==> config.mk <==
export PLATFORM = sky130hd
export DESIGN_NAME = glyph_row_fetch_flat
export DESIGN_NICKNAME = d
export VERILOG_FILES = /design/src/rtl/glyph_pkg.sv /design/src/rtl/glyph_row_fetch_if.sv /design/src/rtl/glyph_rom.sv /design/src/rtl/glyph_row_fetch.sv /design/src/flat_wrapper.sv
export SDC_FILE = /design/constraint.sdc
export NUM_CORES = 1
export LEC_CHECK = 0
export CORE_AREA = 4 4 172 174
export CTS_CLUSTER_DIAMETER = 50
export DETAILED_ROUTE_END_ITERATION = 12
export DIE_AREA = 0 0 176 178
export PLACE_DENSITY_LB_ADDON = 0.2
export REMOVE_ABC_BUFFERS = 1
export SLEW_MARGIN = 5
export SYNTH_ARGS = -nofsm -noshare
export SYNTH_HDL_FRONTEND = slang
export SYNTH_SLANG_ARGS = --single-unit
==> constraint.sdc <==
create_clock -name clk -period 6.08 [get_ports clk]
set_clock_uncertainty 0.05 [all_clocks]
set_input_delay 1.216 -clock clk [delete_from_list [all_inputs] [get_ports clk]]
set_output_delay 1.216 -clock clk [all_outputs]
set_load 0.02 [all_outputs]
==> src/rtl/glyph_pkg.sv <==
// Glyph font definitions shared by the row fetch block and its ROM.
// Digits are drawn as thick seven-segment glyphs on a 16x16 grid.
package glyph_pkg;

   localparam int CODE_W      = 4;
   localparam int DEF_GLYPH_W = 16;
   localparam int DEF_GLYPH_H = 16;
   localparam int FONT_W      = 16;
   localparam int FONT_H      = 16;
   localparam int NUM_GLYPHS  = 12;

   localparam logic [3:0] GLYPH_BLANK = 4'd10;
   localparam logic [3:0] GLYPH_MINUS = 4'd11;

   // Segment set, bit order {a,b,c,d,e,f,g}
   typedef logic [6:0] seg_t;

   localparam logic [FONT_W-1:0] FONT_BAR   = 16'h1FF8;
   localparam logic [FONT_W-1:0] FONT_LEFT  = 16'hE000;
   localparam logic [FONT_W-1:0] FONT_RIGHT = 16'h0007;
   localparam logic [FONT_W-1:0] FONT_NONE  = 16'h0000;

   function automatic seg_t glyph_segs(input logic [3:0] code);
      seg_t seg;
      case (code)
         4'd0:        seg = 7'b1111110;
         4'd1:        seg = 7'b0110000;
         4'd2:        seg = 7'b1101101;
         4'd3:        seg = 7'b1111001;
         4'd4:        seg = 7'b0110011;
         4'd5:        seg = 7'b1011011;
         4'd6:        seg = 7'b1011111;
         4'd7:        seg = 7'b1110000;
         4'd8:        seg = 7'b1111111;
         4'd9:        seg = 7'b1111011;
         GLYPH_MINUS: seg = 7'b0000001;
         default:     seg = 7'b0000000;
      endcase
      return seg;
   endfunction

   // Bitmap of one font row. Rows 0-2 top bar, 3-6 upper sides, 7-8 middle,
   // 9-12 lower sides, 13-15 bottom bar. Without a middle bar the sides run
   // through rows 7-8 so that '0' is a closed outline.
   function automatic logic [FONT_W-1:0] font_row(input logic [3:0] code, input int row);
      seg_t seg;
      logic [FONT_W-1:0] r;
      seg = glyph_segs(code);
      if (row < 0) begin
         r = FONT_NONE;
      end else if (row <= 2) begin
         r = seg[6] ? FONT_BAR : FONT_NONE;
      end else if (row <= 6) begin
         r = (seg[1] ? FONT_LEFT : FONT_NONE) | (seg[5] ? FONT_RIGHT : FONT_NONE);
      end else if (row <= 8) begin
         if (seg[0]) begin
            r = FONT_BAR;
         end else begin
            r = ((seg[1] & seg[2]) ? FONT_LEFT : FONT_NONE) |
                ((seg[5] & seg[4]) ? FONT_RIGHT : FONT_NONE);
         end
      end else if (row <= 12) begin
         r = (seg[2] ? FONT_LEFT : FONT_NONE) | (seg[4] ? FONT_RIGHT : FONT_NONE);
      end else if (row <= 15) begin
         r = seg[3] ? FONT_BAR : FONT_NONE;
      end else begin
         r = FONT_NONE;
      end
      return r;
   endfunction

endpackage

==> src/rtl/glyph_row_fetch_if.sv <==
// Request/response bundle between the display field requesters and the
// glyph row fetch server.
interface glyph_row_fetch_if #(
   parameter int NUM_CH  = 9,
   parameter int GLYPH_W = 16,
   parameter int GLYPH_H = 16,
   parameter int CODE_W  = 4
);
   localparam int RW = $clog2(GLYPH_H);

   logic [NUM_CH-1:0]         req_valid;
   logic [NUM_CH-1:0]         req_ready;
   logic [NUM_CH*CODE_W-1:0]  req_code;
   logic [NUM_CH*RW-1:0]      req_row;
   logic [NUM_CH-1:0]         req_inv;
   logic [NUM_CH-1:0]         rsp_valid;
   logic [NUM_CH*GLYPH_W-1:0] rsp_data;

   modport master (
      output req_valid, req_code, req_row, req_inv,
      input  req_ready, rsp_valid, rsp_data
   );

   modport slave (
      input  req_valid, req_code, req_row, req_inv,
      output req_ready, rsp_valid, rsp_data
   );
endinterface

==> src/rtl/glyph_rom.sv <==
// Synchronous glyph ROM: one row bitmap per {code,row}, one cycle read latency.
// Out-of-range codes and rows read as blank.
module glyph_rom #(
   parameter int GLYPH_W = 16,
   parameter int GLYPH_H = 16,
   parameter int CODE_W  = 4,
   parameter int RW      = $clog2(GLYPH_H)
)(
   input  logic               clk,
   input  logic               rst_n,
   input  logic [CODE_W-1:0]  code,
   input  logic [RW-1:0]      row,
   output logic [GLYPH_W-1:0] data
);
   import glyph_pkg::*;

   logic [FONT_W-1:0] font_s;

   // Map the 16-pixel font row onto GLYPH_W pixels, left-aligned.
   function automatic logic [GLYPH_W-1:0] fit_row(input logic [FONT_W-1:0] f);
      logic [GLYPH_W-1:0] r;
      r = '0;
      for (int b = 0; b < GLYPH_W; b++) begin
         int col;
         col = GLYPH_W - 1 - b;
         if (col < FONT_W) begin
            r[b] = f[FONT_W-1-col];
         end else begin
            r[b] = 1'b0;
         end
      end
      return r;
   endfunction

   // Font lookup with blanking of unknown codes and rows beyond the glyph.
   always_comb begin
      font_s = FONT_NONE;
      if ((int'(code) < NUM_GLYPHS) && (int'(row) < GLYPH_H)) begin
         font_s = font_row(4'(code), int'(row));
      end else begin
         font_s = FONT_NONE;
      end
   end

   // Registered read port.
   always_ff @(posedge clk or negedge rst_n) begin
      if (!rst_n) begin
         data <= '0;
      end else begin
         data <= fit_row(font_s);
      end
   end
endmodule

==> src/rtl/glyph_row_fetch.sv <==
// Shared glyph row server: round-robin arbitration of NUM_CH requesters into a
// single glyph ROM, answers routed back to each requester's own output slice.
module glyph_row_fetch #(
   parameter int NUM_CH  = 9,
   parameter int GLYPH_W = glyph_pkg::DEF_GLYPH_W,
   parameter int GLYPH_H = glyph_pkg::DEF_GLYPH_H,
   parameter int CODE_W  = glyph_pkg::CODE_W
)(
   input  logic           clk,
   input  logic           rst_n,
   input  logic           flush,
   glyph_row_fetch_if.slave bus
);
   import glyph_pkg::*;

   localparam int RW   = $clog2(GLYPH_H);
   localparam int CH_W = (NUM_CH > 1) ? $clog2(NUM_CH) : 1;

   logic [CH_W-1:0]           ptr_r;
   logic [CH_W-1:0]           grant_idx_s;
   logic                      grant_any_s;
   logic [NUM_CH-1:0]         grant_s;
   logic [CODE_W-1:0]         sel_code_s;
   logic [RW-1:0]             sel_row_s;
   logic                      sel_inv_s;
   logic [GLYPH_W-1:0]        rom_data_s;

   logic                      s1_valid_r;
   logic [CH_W-1:0]           s1_ch_r;
   logic                      s1_inv_r;
   logic [NUM_CH-1:0]         rsp_valid_r;
   logic [NUM_CH*GLYPH_W-1:0] rsp_data_r;

   // Round-robin search from ptr_r; nothing is granted in reset or during flush.
   always_comb begin
      int idx;
      idx         = 0;
      grant_any_s = 1'b0;
      grant_idx_s = '0;
      if (rst_n && !flush) begin
         for (int off = 0; off < NUM_CH; off++) begin
            idx = int'(ptr_r) + off;
            if (idx >= NUM_CH) begin
               idx = idx - NUM_CH;
            end else begin
               idx = idx;
            end
            if (!grant_any_s && bus.req_valid[idx]) begin
               grant_any_s = 1'b1;
               grant_idx_s = CH_W'(idx);
            end else begin
               grant_any_s = grant_any_s;
            end
         end
      end else begin
         grant_any_s = 1'b0;
      end
   end

   // One-hot grant vector and the granted request's fields.
   always_comb begin
      for (int i = 0; i < NUM_CH; i++) begin
         grant_s[i] = grant_any_s && (grant_idx_s == CH_W'(i));
      end
      sel_code_s = bus.req_code[int'(grant_idx_s)*CODE_W +: CODE_W];
      sel_row_s  = bus.req_row[int'(grant_idx_s)*RW +: RW];
      sel_inv_s  = bus.req_inv[grant_idx_s];
   end

   assign bus.req_ready = grant_s;
   assign bus.rsp_valid = rsp_valid_r;
   assign bus.rsp_data  = rsp_data_r;

   glyph_rom #(
      .GLYPH_W (GLYPH_W),
      .GLYPH_H (GLYPH_H),
      .CODE_W  (CODE_W),
      .RW      (RW)
   ) u_rom (
      .clk   (clk),
      .rst_n (rst_n),
      .code  (sel_code_s),
      .row   (sel_row_s),
      .data  (rom_data_s)
   );

   // Round-robin pointer: move past the channel just accepted.
   always_ff @(posedge clk or negedge rst_n) begin
      if (!rst_n) begin
         ptr_r <= '0;
      end else if (grant_any_s) begin
         if (grant_idx_s == CH_W'(NUM_CH - 1)) begin
            ptr_r <= '0;
         end else begin
            ptr_r <= grant_idx_s + CH_W'(1);
         end
      end else begin
         ptr_r <= ptr_r;
      end
   end

   // Stage 1: channel and inversion travel alongside the ROM read.
   always_ff @(posedge clk or negedge rst_n) begin
      if (!rst_n) begin
         s1_valid_r <= 1'b0;
         s1_ch_r    <= '0;
         s1_inv_r   <= 1'b0;
      end else begin
         s1_valid_r <= grant_any_s & ~flush;
         s1_ch_r    <= grant_idx_s;
         s1_inv_r   <= sel_inv_s;
      end
   end

   // Stage 2: write the row into its channel slice and pulse that channel's valid.
   always_ff @(posedge clk or negedge rst_n) begin
      if (!rst_n) begin
         rsp_valid_r <= '0;
         rsp_data_r  <= '0;
      end else begin
         rsp_valid_r <= '0;
         if (s1_valid_r && !flush) begin
            rsp_valid_r[s1_ch_r] <= 1'b1;
            rsp_data_r[int'(s1_ch_r)*GLYPH_W +: GLYPH_W] <= rom_data_s ^ {GLYPH_W{s1_inv_r}};
         end else begin
            rsp_data_r <= rsp_data_r;
         end
      end
   end
endmodule

==> src/flat_wrapper.sv <==
// flat-port wrapper written by rule: the top's interface ports become plain ports
module glyph_row_fetch_flat import glyph_pkg::*;
#(
   parameter int NUM_CH  = 9,
   parameter int GLYPH_W = glyph_pkg::DEF_GLYPH_W,
   parameter int GLYPH_H = glyph_pkg::DEF_GLYPH_H,
   parameter int CODE_W  = glyph_pkg::CODE_W
)
  (clk, rst_n, flush, bus_req_valid, bus_req_code, bus_req_row, bus_req_inv, bus_req_ready, bus_rsp_valid, bus_rsp_data);
  glyph_row_fetch_if #(.NUM_CH(NUM_CH), .GLYPH_W(GLYPH_W), .GLYPH_H(GLYPH_H), .CODE_W(CODE_W)) bus_i ();
  input  logic clk;
  input  logic rst_n;
  input  logic flush;
  input wire logic [$bits(bus_i.req_valid)-1:0] bus_req_valid;
  input wire logic [$bits(bus_i.req_code)-1:0] bus_req_code;
  input wire logic [$bits(bus_i.req_row)-1:0] bus_req_row;
  input wire logic [$bits(bus_i.req_inv)-1:0] bus_req_inv;
  output wire logic [$bits(bus_i.req_ready)-1:0] bus_req_ready;
  output wire logic [$bits(bus_i.rsp_valid)-1:0] bus_rsp_valid;
  output wire logic [$bits(bus_i.rsp_data)-1:0] bus_rsp_data;
  assign bus_i.req_valid = bus_req_valid;
  assign bus_i.req_code = bus_req_code;
  assign bus_i.req_row = bus_req_row;
  assign bus_i.req_inv = bus_req_inv;
  assign bus_req_ready = bus_i.req_ready;
  assign bus_rsp_valid = bus_i.rsp_valid;
  assign bus_rsp_data = bus_i.rsp_data;
  glyph_row_fetch #(.NUM_CH(NUM_CH), .GLYPH_W(GLYPH_W), .GLYPH_H(GLYPH_H), .CODE_W(CODE_W)) u_core (.clk(clk), .rst_n(rst_n), .flush(flush), .bus(bus_i));
endmodule
run_1/drive_strength.png
Scale bar: 50 µm.
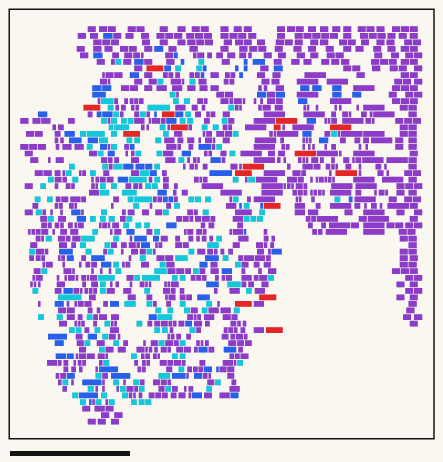
[blue] drive 2 | cells: 99 | share: 7.8%
[red] drive 6 and up | cells: 16 | share: 1.3%
[purple] drive 1 or less | cells: 969 | share: 76%
[cyan] drive 3 to 4 | cells: 184 | share: 15%
area added between synthesis and finish: 39.2%
count of buffers not belonging to the clock network in the layout: 421
worst-case setup margin in the final layout: 0.133 ns
Finished Cell Area: 11,600 µm²

run_1/clock_map.png
Scale bar: 50 µm.
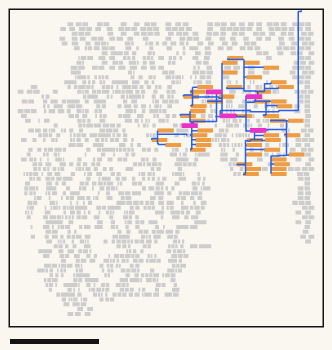
[magenta] cells driving clock nets | count: 5
[orange] flip-flops | count: 49
[blue] clock wires | length: 593 µm
routed clock nets: 6
relative contribution of the clock network to total power: 4.9%
Clk. pwr: 276 µW
insertion delay of the later-clocked pin in the worst-skew pair: 0.28 ns

run_1/registers.png
Scale bar: 50 µm.
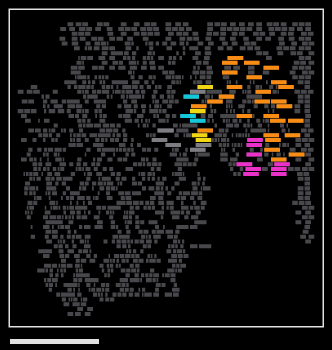
[cyan] u_core.u_rom.data | flops: 3
[yellow] u_core.s1_ch_r | flops: 4
[orange] u_core.bus.rsp_data | flops: 27
[magenta] u_core.bus.rsp_valid | flops: 9 | where: right middle
Seq. cell area: 1230 µm²
sequential share of cell area: 10.6%

==> reports/results.tsv, run 1 <==
metric	value	unit
finalWorstPathRequiredPeriod	5.95	ns
placedCellCount	1633	
critical-path-top-delay-family	AND-OR/OR-AND gates	
comb-power	4930	µW
p_seq_share	7.3	%
die_width	176	µm
max-cap-violations	0	
grtUsageMet3	2.40	%
drt_iter0_markers	545	
cp_num_buf_inv	4	
synth.yosys.seq_area_share	14.7	%
port_buffers	254	
top_power_group	combinational logic	
area_taken_by_multi_input_logic_gates	5770	µm²
most_instantiated_library_cell_after_synthesis	sky130_fd_sc_hd__buf_4	
critical-path-max-stage-delay	0.51	ns
global_route_congestion_overflow_total	0	
switching_share	50.8	%
global_route_met1_usage	25.6	%
clock_sink_count	49	
largestClassByArea	logic gates	
synth_top_flop_cell	sky130_fd_sc_hd__dfrtp_1	
ctsLongestPathBuffers	2	
drv_slew	0	
grt_usage	19.0	%
clock.fmax	168	MHz
drt_pre_antenna_iters	5	
design.portCount	255	
grt_pass1_vias	8262	
grt_max_degree	50	
logic_family	AND-OR/OR-AND gates	
tritoncts	built	
routedWlPerCell	19.4	µm
final_nets	1397	
switching_power	2860	µW
combAreaFraction	49.7	%
cellPowerDensity	484	nW/µm²
post_synth_ao_oa_area_fraction	26.2	%
power.share.combinational	87.8	%
route.antenna.remaining_nets	0	
synth.yosys.chip_area	8350	µm²
top_cells_by_count	124 x sky130_fd_sc_hd__buf_4, 80 x sky130_fd_sc_hd__nand2_1, 52 x sky130_fd_sc_hd__nor2_1	
synth_area_leaders	sky130_fd_sc_hd__dfrtp_1 15%, sky130_fd_sc_hd__buf_4 11%, sky130_fd_sc_hd__mux2i_1 6.1%	
finalWeightedCongestion	0.958	
global_route_met2_usage	32.6	%
drt-total-wl	31.9	mm
placement_rows	61	
timing.critical_path.cells	clkdlybuf4s50_1, o21ai_0, and3_1, a32oi_1, or4b_4, a31o_4, o211ai_4, nor4_4, buf_4, a32o_1, o221a_2, buf_4, ha_1, and3_1, clkbuf_2	
area_fraction_of_the_dominant_cell_type_after_synthesis	14.7	%
clock_buffers	5	
post-synth-top-area-cell	sky130_fd_sc_hd__dfrtp_1	
synthesis.yosys.warnings	0	
yosys_register_bits	49	
p_int	2760	µW
number_of_cells_produced_by_synthesis	1019	
multi_input_comb_cells	756	
overall_die_area	31300	µm²
synth_cell_types	123	
yosys_cell_count	1019	
globalRoute.busiestLayer	met2	
layout.sequential_cells	49	
clock_tree.htree_level_count	2	
final_layout_size_suffix_gt1_share	23.6	%
layout.filler_cells	2805	
outcome	completed	
chipHeight	178	µm
cp_data_arrival_time	4.68	ns
timing.setup.critical_path_class	in2out	
setup_viol_count_final	0	
timing.slew.headroom	59.3	%
cp.required	4.81	ns
detailroute.wirelength.met2	15.4	mm
floorplan.initialDensity	30.0	%
layout_top_cells_excl_fill_tap	243 x sky130_fd_sc_hd__clkdlybuf4s50_1, 159 x sky130_fd_sc_hd__buf_4, 80 x sky130_fd_sc_hd__nand2_1	
worst-slew-pin-transition	0.603	ns
clk_root_buffer_cell	sky130_fd_sc_hd__clkbuf_16	
postSynthAreaPerCell	8.19	µm²
fin_crit_sh	97.8	%
edf_count	0	
rsz0062_at_grt	yes	
top_layer_used	met4	
detail_placement_hpwl	26.0	mm
netlist_area_pre_place	8350	µm²
well_tap_count	378	
synth_xor_xnor_area_share	3.31	%
initial_antenna_violation_count	0	
min_path_type	reg2reg	
place_worst_setup_slack	-0.353	ns
layout_top_cell	sky130_fd_sc_hd__clkdlybuf4s50_1	
cts_inserted_buffers	5	
crit_path_end_kind	output port	
inverters_excl_clock	34	
hold_violations	0	
route.met3.wl	1.82	mm
diodes	0	
path_clk_slew	0.07	ns
layout.clock.cell_area_share	1.29	%
vdd_drop_max	0.275	mV
synth_area_in_simple_gates	21.5	%
nonClkBufAreaFrac	33.2	%
layout.cells.non_filler	1646	
drc	0	
start_kind	primary input	
core-area	27800	µm²
cellLeakagePower	0.00472	µW
mux_share	11.6	%
synthAdderAreaFrac	5.64	%
cp_slowest_cell	sky130_fd_sc_hd__clkdlybuf4s50_1	
drt-met1-wl	14.0	mm
asyncSetResetFlopFracSynth	100	%
wire_length_of_the_first_global_routing_pass	48.1	mm
power.sequential.total	411	µW
critical_path.max_fanout	7	
power.total	5620	µW
cts.hold.buffers_added	0	
post_drt_via_cell_ratio	5.28	
warnings	55	
vias	8685	
[run 1: through the flow]
| step | hold WS, ns | cell area, µm² | setup TNS (ns) | utilization (%) |
|---|---|---|---|---|
| 5_1_grt | 0.524 | 11600 | -0.0216 | 41.8 |
| 6_report | 0.479 | 11600 | 0 | 41.8 |
| 4_1_cts | 0.487 | 11600 | 0 | 41.6 |
| 2_1_floorplan | 0.489 | 7050 | -23.46 | - |
| 3_3_place_gp | 0.465 | 11400 | -2.93 | 40.9 |
| 3_5_place_dp | 0.471 | 11400 | -3.24 | 40.9 |
[run 1: final timing paths]
path | start | end | slack (ns) | depth (start not counted)
worst max register to register | u_core.ptr_r[1] | u_core.u_rom.data[14] | 0.25 | 24
max in group asynchronous | rst_n | u_core.ptr_r[0] | 4.53 | 2
min in group asynchronous | rst_n | u_core.bus.rsp_valid[4] | 1.00 | 2
worst min register to register | u_core.bus.rsp_data[142] | u_core.bus.rsp_data[142] | 0.48 | 2
worst min-delay path | u_core.bus.rsp_data[142] | u_core.bus.rsp_data[142] | 0.48 | 2
worst max-delay path | bus_req_valid[4] | bus_req_ready[6] | 0.13 | 15
[run 1: what timing repair did]
| item | CTS | global route |
|---|---|---|
| pin swaps | 1 | 5 |
| buffers inserted | 1 | 4 |
| gates resized | 18 | 34 |
| setup endpoints to repair | 9 | 12 |
| endpoints found under the hold margin | 0 | 0 |
[run 1: flip-flops by register name (all words and copies together) (netlist names)]
register	flops
u_core.u_rom.data	3
u_core.s1_inv_r	1
u_core.s1_ch_r	4
u_core.ptr_r	4
u_core.bus.rsp_data	27
u_core.s1_valid_r	1
u_core.bus.rsp_valid	9
==> run 2, diff against run 1 <==
--- a/config.mk
+++ b/config.mk
@@ -5,13 +5,13 @@
 export SDC_FILE = /design/constraint.sdc
 export NUM_CORES = 1
 export LEC_CHECK = 0
-export CORE_AREA = 4 4 172 174
-export CTS_CLUSTER_DIAMETER = 50
+export CORE_AREA = 4 4 203 205
 export DETAILED_ROUTE_END_ITERATION = 12
-export DIE_AREA = 0 0 176 178
+export DIE_AREA = 0 0 207 209
 export PLACE_DENSITY_LB_ADDON = 0.2
 export REMOVE_ABC_BUFFERS = 1
 export SLEW_MARGIN = 5
 export SYNTH_ARGS = -nofsm -noshare
 export SYNTH_HDL_FRONTEND = slang
+export SYNTH_HIERARCHICAL = 1
 export SYNTH_SLANG_ARGS = --single-unit
run_2/registers.png
Scale bar: 50 µm.
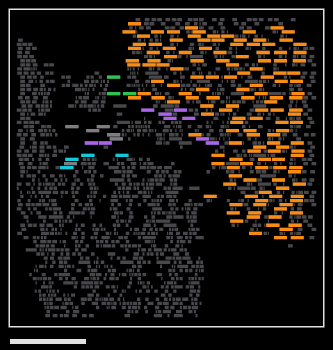
[orange] u_core/bus.rsp_data | flops: 144
[green] u_core/u_rom/data | flops: 3
[cyan] u_core/ptr_r | flops: 4 | where: left middle
[purple] u_core/bus.rsp_valid | flops: 9
not coloured: 6
sequential share of cell area: 24.6%
sequential power: 1290 µW
Seq. cell area: 4160 µm²
post-layout util: 42.8%

==> reports/results.tsv, run 2 <==
metric	value	unit
post_synth_ao_oa_area_fraction	27.6	%
min_path_type	reg2reg	
overall_die_area	43300	µm²
path_clk_slew	0.07	ns
yosys_register_bits	166	
syn_to_final_growth	44.7	%
setup_viol_count_final	0	
clock_sink_count	166	
number_of_flip_flops_in_the_largest_register	144	
warnings	53	
yosys_cell_count	1330	
detail_placement_hpwl	35.4	mm
edf_count	0	
drt_iter0_markers	855	
cellPowerDensity	560	nW/µm²
crit_path_end_kind	output port	
timing.setup.critical_path_class	reg2out	
synth_area_in_simple_gates	19.7	%
netlist_area_pre_place	11700	µm²
clock.latency.late_pin	0.42	ns
detailed_place.area	15800	µm²
most_instantiated_library_cell_after_synthesis	sky130_fd_sc_hd__nand2_1	
switching_power	4550	µW
clock_power_share	11.5	%
clock_tree.htree_level_count	4	
cts.hold.buffers_added	0	
fin_crit_sh	97.4	%
hold_depth	2	
synth_xor_xnor_area_share	3.16	%
outcome	completed	
final_nets	1824	
p_seq_share	13.6	%
clk_root_buffer_cell	sky130_fd_sc_hd__clkbuf_16	
final_layout_size_suffix_gt1_share	20.9	%
post-synth-top-area-cell	sky130_fd_sc_hd__dfrtp_1	
cellLeakagePower	0.00711	µW
area_fraction_of_the_dominant_cell_type_after_synthesis	35.6	%
power.share.combinational	74.9	%
route.antenna.remaining_nets	0	
timing.critical_path.cells	clkinvlp_4, ha_1, and4b_1, a32o_2, or3_1, mux4_2, a22o_1, a41o_2, a311o_1, and3_1, a31oi_2, nand2_2, clkinv_2, nand2b_1, nor2_1, buf_2	
critical_path.max_fanout	6	
start_kind	register	
layout_top_cell	sky130_fd_sc_hd__nand2_1	
grt_pass1_vias	11500	
synth_area_leaders	sky130_fd_sc_hd__dfrtp_1 36%, sky130_fd_sc_hd__o31ai_1 8.8%, sky130_fd_sc_hd__nand2_1 8.1%	
initial_antenna_violation_count	0	
finalWorstPathRequiredPeriod	5.92	ns
number_of_cells_produced_by_synthesis	1330	
clock.fmax	169	MHz
postSynthAreaPerCell	8.77	µm²
tritoncts	built	
grt_max_degree	86	
floorplan.initialDensity	29.5	%
cp.required	4.81	ns
vias	12000	
worst-r2r-cell-count	27	
crit-reg2reg-capture	u_core/u_rom/data[12]	
drt_pre_antenna_iters	5	
port_buffers	254	
critical-path-max-stage-delay	0.46	ns
cp_data_arrival_time	4.66	ns
logic_family	AND-OR/OR-AND gates	
synth.yosys.seq_area_share	35.6	%
global_route_congestion_overflow_total	0	
timing.slew.headroom	21.7	%
p_int	4900	µW
post_drt_via_cell_ratio	5.35	
stdcell_area	16900	µm²
worst-slew-pin-transition	1.17	ns
grt_usage	20.5	%
hp-start	u_core/bus.rsp_data[134]	
finalWeightedCongestion	0.974	
rsz0062_at_grt	yes	
drv_slew	0	
switching_share	48.1	%
max-cap-violations	0	
diodes	0	
crit_start	u_core/ptr_r[0]	
synth_cell_types	109	
synth_top_flop_cell	sky130_fd_sc_hd__dfrtp_1	
critical_path.endpoint	bus_req_ready[3]	
asyncSetResetFlopFracSynth	100	%
die_width	207	µm
beginning_of_the_worst_register_to_register_path	u_core/ptr_r[0]	
setup.reg_to_reg.worst_slack	0.31	ns
synthAdderAreaFrac	3.76	%
cp_slowest_cell	sky130_fd_sc_hd__dfrtp_2	
synthesis.yosys.warnings	6	
routedWlPerCell	21.0	µm
core-area	39500	µm²
whs	0.426	ns
vdd_drop_max	0.560	mV
ctsLongestPathBuffers	2	
drc	0	
chipHeight	209	µm
top_cells_by_count	252 x sky130_fd_sc_hd__nand2_1, 166 x sky130_fd_sc_hd__dfrtp_1, 137 x sky130_fd_sc_hd__o31ai_1	
wire_length_of_the_first_global_routing_pass	70.3	mm
cts_inserted_buffers	17	
layout_top_cells_excl_fill_tap	252 x sky130_fd_sc_hd__nand2_1, 242 x sky130_fd_sc_hd__clkdlybuf4s50_1, 194 x sky130_fd_sc_hd__buf_4	
worst_hold_path.endpoint	u_core/bus.rsp_data[134]	
synth.yosys.chip_area	11700	µm²
placement_rows	73	
drt-total-wl	46.9	mm
hold_violations	0	
design.portCount	255	
mux_share	4.45	%
-- run 2: cell type report --
cell class,count,area (µm²)
tap,525,657
timing repair buffer,460,4190
fill,4003,22600
sequential,166,4160
inverter,23,93.8
clock inverter,14,154
clock buffer,18,429
multi-input combinational,1028,7200
-- run 2: timing repair --
item                                   in CTS  in global routing
setup buffers                               3                  9
pin swaps                                   5                 22
resized                                    40                 84
setup endpoints to repair                   9                 12
endpoints found under the hold margin       0                  0
cloned                                      0                  2
-- run 2: power by group through the flow --
stage / sequential, µW / combinational (µW) / clock [µW]
6_report: 1290 / 7080 / 1090
5_1_grt: 1300 / 7590 / 1170
4_1_cts: 1290 / 6580 / 1110
3_5_place_dp: 1310 / 6430 / 0
3_3_place_gp: 1300 / 6430 / 0
2_1_floorplan: 1420 / 3610 / 0
-- run 2: worst max-delay path: cells and delay by family, from the launching register on --
kind	cells	cell delay [ns]
compound gates	5	1.34
simple gates	6	1.13
buf+inv	3	0.51
flops	1	0.46
mux	1	0.46
fa+ha+maj	1	0.32
-- run 2: through the flow --
step / setup WS, ns / setup TNS [ns] / power, µW / instances
detailed placement: -0.265 / -2.22 / 7740 / 2188
global route: -0.0462 / -0.146 / 10100 / 2234
finish: 0.157 / 0 / 9450 / 2234
floorplan: -2.18 / -28.44 / 5040 / 1217
CTS: 0.00909 / 0 / 8980 / 2223
global placement: -0.223 / -1.81 / 7730 / 2188
-- run 2: routing by layer --
metal	global-route usage (%)	wire, µm	vias up	share of wire, %
li1	-	-	5658	-
met1	28.4	21500	5739	46
met2	31.8	20700	479	44
met3	5.16	3500	77	7.5
met4	6.13	1320	0	2.8
met5	0	0	-	0
==> run 3, diff against run 2 <==
--- a/config.mk
+++ b/config.mk
@@ -8,7 +8,7 @@
 export CORE_AREA = 4 4 203 205
 export DETAILED_ROUTE_END_ITERATION = 12
 export DIE_AREA = 0 0 207 209
-export PLACE_DENSITY_LB_ADDON = 0.2
+export PLACE_DENSITY = 0.54
 export REMOVE_ABC_BUFFERS = 1
 export SLEW_MARGIN = 5
 export SYNTH_ARGS = -nofsm -noshare
run_3/clock_map.png
Scale bar: 50 µm.
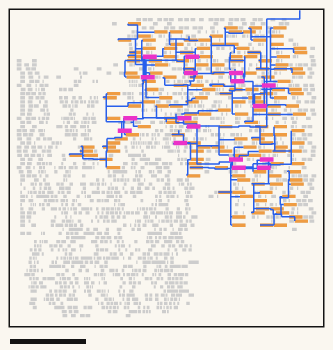
[blue] clock wires | length: 2,060 µm
[orange] flip-flops | count: 166
[magenta] cells driving clock nets | count: 17
routed clock nets: 18
insertion delay of the later-clocked pin in the worst-skew pair: 0.42 ns
relative contribution of the clock network to total power: 11.7%
Clk. pwr: 1060 µW

==> reports/results.tsv, run 3 <==
metric	value	unit
register_area	4160	µm²
clock_sink_count	166	
clock.fmax	169	MHz
synth.yosys.seq_area_share	35.6	%
drv_slew	0	
power.total	9020	µW
post_drt_via_cell_ratio	5.35	
final_nets	1801	
syn_to_final_growth	41.6	%
edf_count	0	
timing.critical_path.cells	clkinv_2, buf_4, ha_1, and4b_1, a32o_2, or3_4, mux4_2, a22o_1, a41o_2, a311o_1, and3_1, a31oi_2, nand2_2, ha_4, and2_1, buf_2	
area_fraction_of_the_dominant_cell_type_after_synthesis	35.6	%
number_of_cells_produced_by_synthesis	1330	
max-cap-violations	0	
layout.cells.non_filler	2211	
path_clk_slew	0.07	ns
timing.setup.critical_path_class	reg2out	
drt_iter0_markers	943	
outcome	completed	
global_route_met2_usage	32.0	%
switching_power	4370	µW
place_worst_setup_slack	-0.188	ns
routedWlPerCell	20.6	µm
floorplan.initialDensity	29.5	%
vias	11800	
post-synth-top-area-cell	sky130_fd_sc_hd__dfrtp_1	
final.setup.worst_slack	0.162	ns
grtUsageMet3	3.92	%
synth.yosys.chip_area	11700	µm²
core-area	39500	µm²
finalWorstPathRequiredPeriod	5.92	ns
rsz0062_at_grt	yes	
number_of_flip_flops_in_the_largest_register	144	
drt-total-wl	45.4	mm
detailroute.wirelength.met2	20.4	mm
cts_inserted_buffers	17	
layout.filler_cells	4003	
tritoncts	built	
asyncSetResetFlopFracSynth	100	%
port_buffers	254	
netlist_area_pre_place	11700	µm²
fin_crit_sh	97.3	%
globalRoute.busiestLayer	met2	
area_taken_by_multi_input_logic_gates	7050	µm²
most_instantiated_library_cell_after_synthesis	sky130_fd_sc_hd__nand2_1	
vdd_drop_max	0.524	mV
layout_top_cells_excl_fill_tap	252 x sky130_fd_sc_hd__nand2_1, 244 x sky130_fd_sc_hd__clkdlybuf4s50_1, 176 x sky130_fd_sc_hd__buf_4	
switching_share	48.5	%
cp_data_arrival_time	4.65	ns
min_path_type	reg2reg	
chipHeight	209	µm
design.portCount	255	
clk_root_buffer_cell	sky130_fd_sc_hd__clkbuf_16	
drt_pre_antenna_iters	5	
top_power_group	combinational logic	
global_route_congestion_overflow_total	0	
crit_path_end_kind	output port	
grt_pass1_vias	11500	
critical-path-top-delay-family	AND-OR/OR-AND gates	
top_cells_by_count	252 x sky130_fd_sc_hd__nand2_1, 166 x sky130_fd_sc_hd__dfrtp_1, 137 x sky130_fd_sc_hd__o31ai_1	
detail_placement_hpwl	35.0	mm
-- run 3: cell counts after synthesis --
No cell type changed its count.
-- run 3: what timing repair did --
item | 4_1_cts | 5_1_grt
resized | 39 | 48
hold buffers | 0 | 0
pin swaps | 0 | 8
setup endpoints to repair | 9 | 12
buffers inserted | 1 | 3
-- run 3: path summary, 6_finish.rpt --
path	start	to	slack (ns)	depth (start not counted)
max	u_core/ptr_r[1]	bus_req_ready[8]	0.16	16
min reg2reg	u_core/bus.rsp_data[143]	u_core/bus.rsp_data[143]	0.43	2
min	u_core/bus.rsp_data[143]	u_core/bus.rsp_data[143]	0.43	2
min in group asynchronous	rst_n	u_core/bus.rsp_data[117]	0.64	1
max in group asynchronous	rst_n	u_core/bus.rsp_data[43]	4.00	2
max reg2reg	u_core/ptr_r[1]	u_core/u_rom/data[12]	0.31	26
-- run 3: layout make-up --
cell class | instances | share of cell area, %
multi-input combinational | 1028 | 42.7
sequential | 166 | 25.2
tap | 525 | 3.98
timing repair buffer | 437 | 24.0
clock inverter | 14 | 0.940
clock buffer | 18 | 2.60
inverter | 23 | 0.591
-- run 3: through the flow --
step / cell area, µm² / hold WS, ns / util (%)
2_1_floorplan: 11100 / 0.453 / -
3_3_place_gp: 15700 / 0.410 / 39.8
3_5_place_dp: 15700 / 0.415 / 39.8
4_1_cts: 16300 / 0.430 / 41.4
5_1_grt: 16500 / 0.452 / 41.8
6_report: 16500 / 0.425 / 41.8
-- run 3: logic make-up after synthesis --
kind of cell             Yosys count  share of synthesized area (%)
AND/OR/NAND/NOR                  468                           19.7
AND-OR/OR-AND                    438                           27.6
flip-flops                       166                           35.6
buffers and inverters            136                           5.80
multiplexers                      48                           4.45
XOR/XNOR                          39                           3.16
adder cells (fa/ha/maj)           35                           3.76
Power figures rest on the tool's default switching activity, not on a simulated workload.
